## src/rtl/trivium_stream_xor.sv

```systemverilog
// Trivium keystream consumer: sequences the generator, discards warm-up bits, packs
// keystream LSB-first into bytes and XORs them onto a byte stream. Optional macro
// TRIVIUM_XOR_STATS_EN adds a byte_cnt output counting accepted bytes.
module trivium_stream_xor #(
  parameter int DISCARD_BITS = 1153
) (
  input  logic       clk,
  input  logic       rst,
  input  logic       start,
  output logic       gen_rst_n,
  output logic       ks_en,
  input  logic       ks_bit,
  input  logic       in_valid,
  output logic       in_ready,
  input  logic [7:0] in_data,
  output logic       out_valid,
  input  logic       out_ready,
  output logic [7:0] out_data,
  output logic       busy
`ifdef TRIVIUM_XOR_STATS_EN
  ,
  output logic [31:0] byte_cnt
`endif
);

  localparam int DW = $clog2(DISCARD_BITS + 1);

  typedef enum logic [1:0] {IDLE, WARMUP, RUN} state_t;

  state_t          state, state_nxt;
  logic            pend;
  logic [7:0]      sr, kb;
  logic [3:0]      cnt, cnt_inc;
  logic            kb_valid;
  logic [DW-1:0]   disc_cnt;
  logic            cap, run_cap, accept, kb_load, disc_last;
  logic [7:0]      sr_shift;

  assign cap       = pend && (state != IDLE);
  assign run_cap   = pend && (state == RUN);
  assign disc_last = (disc_cnt == DW'(DISCARD_BITS - 1));
  assign sr_shift  = {ks_bit, sr[7:1]};
  assign cnt_inc   = cnt + {3'b000, run_cap};
  assign accept    = in_valid && in_ready;
  // cnt tops out at 8: the enable throttle below stops requests before a 9th bit can land
  assign kb_load   = (state == RUN) && (cnt_inc == 4'd8) && (!kb_valid || accept);
  assign busy      = (state == WARMUP);

  always_comb begin
    state_nxt = state;
    ks_en     = 1'b0;
    in_ready  = 1'b0;
    case (state)
      IDLE: ;
      WARMUP: begin
        ks_en = gen_rst_n;
        if (cap && disc_last) state_nxt = RUN;
      end
      RUN: begin
        ks_en    = !(kb_valid && ((cnt + {3'b000, pend}) >= 4'd8));
        in_ready = kb_valid && (!out_valid || out_ready);
      end
      default: state_nxt = IDLE;
    endcase
    // start wins over everything: no request, no accept, re-key next cycle
    if (start) begin
      state_nxt = WARMUP;
      ks_en     = 1'b0;
      in_ready  = 1'b0;
    end
  end

  always_ff @(posedge clk) begin
    if (rst) begin
      state     <= IDLE;
      gen_rst_n <= 1'b0;
      pend      <= 1'b0;
      sr        <= '0;
      cnt       <= '0;
      kb        <= '0;
      kb_valid  <= 1'b0;
      disc_cnt  <= '0;
      out_valid <= 1'b0;
      out_data  <= '0;
    end else begin
      state     <= state_nxt;
      gen_rst_n <= !start;
      pend      <= ks_en;
      if (start) begin
        sr        <= '0;
        cnt       <= '0;
        kb_valid  <= 1'b0;
        disc_cnt  <= '0;
        out_valid <= 1'b0;
      end else begin
        if ((state == WARMUP) && cap) disc_cnt <= disc_cnt + DW'(1);
        if (run_cap) sr <= sr_shift;
        if (kb_load) begin
          kb       <= run_cap ? sr_shift : sr;
          kb_valid <= 1'b1;
          cnt      <= '0;
        end else begin
          cnt <= cnt_inc;
          if (accept) kb_valid <= 1'b0;
        end
        if (accept) begin
          out_data  <= in_data ^ kb;
          out_valid <= 1'b1;
        end else if (out_ready) begin
          out_valid <= 1'b0;
        end
      end
    end
  end

`ifdef TRIVIUM_XOR_STATS_EN
  always_ff @(posedge clk) begin
    if (rst || start) byte_cnt <= '0;
    else if (accept)  byte_cnt <= byte_cnt + 32'd1;
  end
`endif

endmodule

```

## config.mk

```make
export PLATFORM = sky130hd
export DESIGN_NAME = trivium_stream_xor
export DESIGN_NICKNAME = d
export VERILOG_FILES = /design/src/rtl/trivium_stream_xor.sv
export SDC_FILE = /design/constraint.sdc
export NUM_CORES = 1
export LEC_CHECK = 0
export ABC_AREA = 1
export CORE_ASPECT_RATIO = 1.75
export CORE_MARGIN = 5
export CORE_UTILIZATION = 59
export DETAILED_ROUTE_END_ITERATION = 8
export PLACE_DENSITY_LB_ADDON = 0.2
export SYNTH_ARGS = -nofsm -noshare
export SYNTH_HDL_FRONTEND = slang
export SYNTH_SLANG_ARGS = --single-unit
```

## constraint.sdc

```tcl
create_clock -name clk -period 6.9 [get_ports clk]
set_clock_uncertainty 0.05 [all_clocks]
set_input_delay 1.38 -clock clk [delete_from_list [all_inputs] [get_ports clk]]
set_output_delay 1.38 -clock clk [all_outputs]
set_load 0.1 [all_outputs]
```

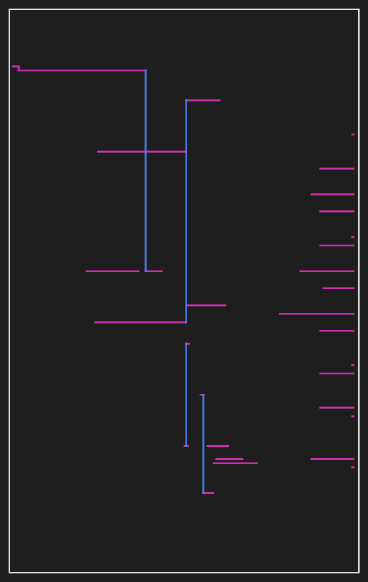
wires.png
Only two layers are drawn.
metal 4: drawn in blue, wire length 99.3 um. metal 3: drawn in magenta, wire length 161 um.

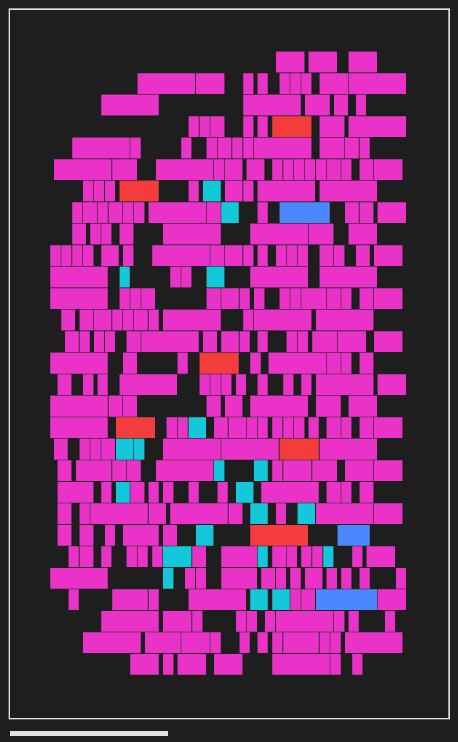
sizes.png
The bar under the picture is 20 um long.
_3 and _4 cells: drawn in blue, cells 3. _0 and _1 cells: drawn in magenta, cells 289. _2 cells: drawn in cyan, cells 20. _6 and larger: drawn in red, cells 6.

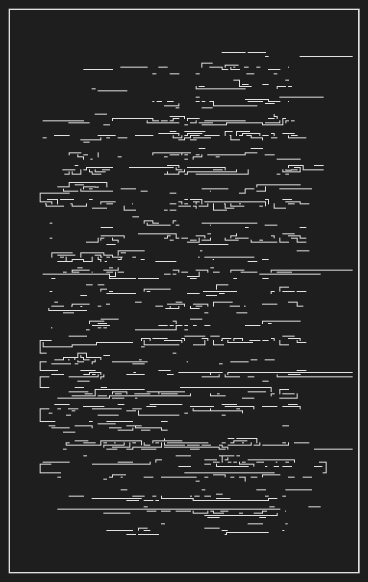
layer_met1.png
The longest straight run is 35.4 um. The wires run mostly horizontal. 316 nets have wire on it. The layer holds 38% of the routed length.
WL final: 3880 um
met1 GRT Util: 0.153
vias: 1772

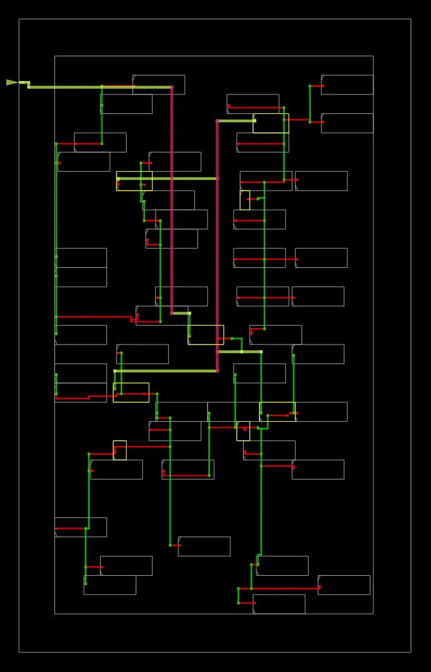
clocks.png
worst skew pair latency: 290 ps
final-layout clock buffer total: 6
Flops: 45

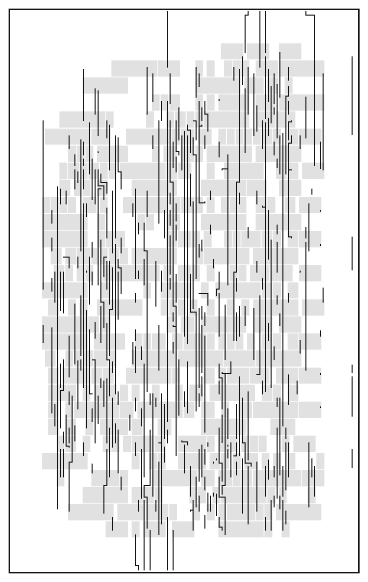
layer_met2.png
Cells faint in the background.
The layer holds 56% of the routed length. The wires run mostly vertical.

==> ci_impl_report.md <==
## Implementation flow summary

| Metric | Value |
|---|---|
| Outcome | complete, no violations |
| DR vias/cell | 4.87 |
| Pwr top | sequential cells |
| CTS tree | yes |
| TritonCTS Sinks | 45 |
| Slew headroom | 0.343 |
| Post-DP HPWL | 3070 um |
| Crit path depth | 6 |
| Worst path top cell family by delay | buffers and inverters |
| Setup TNS | 0 ps |
| M2 GR Usage | 0.347 |
| Flop pwr share | 0.585 |
| Min setup slack post-route | 2000 ps |
| Synth cell types | 27 |
| Post-synthesis compound-gate area fraction | 0.103 |
| Required time worst endpoint | roughly 5500 ps |
| H-tree depth | 2 |
| Vias in the first global route | 1686 |
| Hold Path Sink | disc_cnt[9]$_SDFFE_PP0P_ |
| Mean post-synth cell area | 7.36 um2 |
| Wire length on met3 | approximately 160 um |
| Cell internal pwr | about 340 uW |
| Startpoint Class | input pin |
| Die ar. | 4970 um2 |
| DRT Pass-1 Iters | 4 |
| Gr usage total | 0.170 |
| Switch share | 0.232 |
| Post-layout util | 0.703 |
| CP Capture Type | output port |
| Fillers | between 300 and 400 |
| FF-to-FF Start | state[0]$_SDFFE_PP0P_ |
| Comb area share | 0.404 |
| Combinational share of power | 0.068 |
| Placed Area | 2420 um2 |
| Inverters | around 50 |
| Met3 usage | 0.0405 |
| CP max-delay cell | clkdlybuf4s50_1 |
| Number of buffers added on ports | 26 |
| CP arrival | between 3000 and 4000 ps |
No activity file was given, so power comes from the tool's default toggle rates.
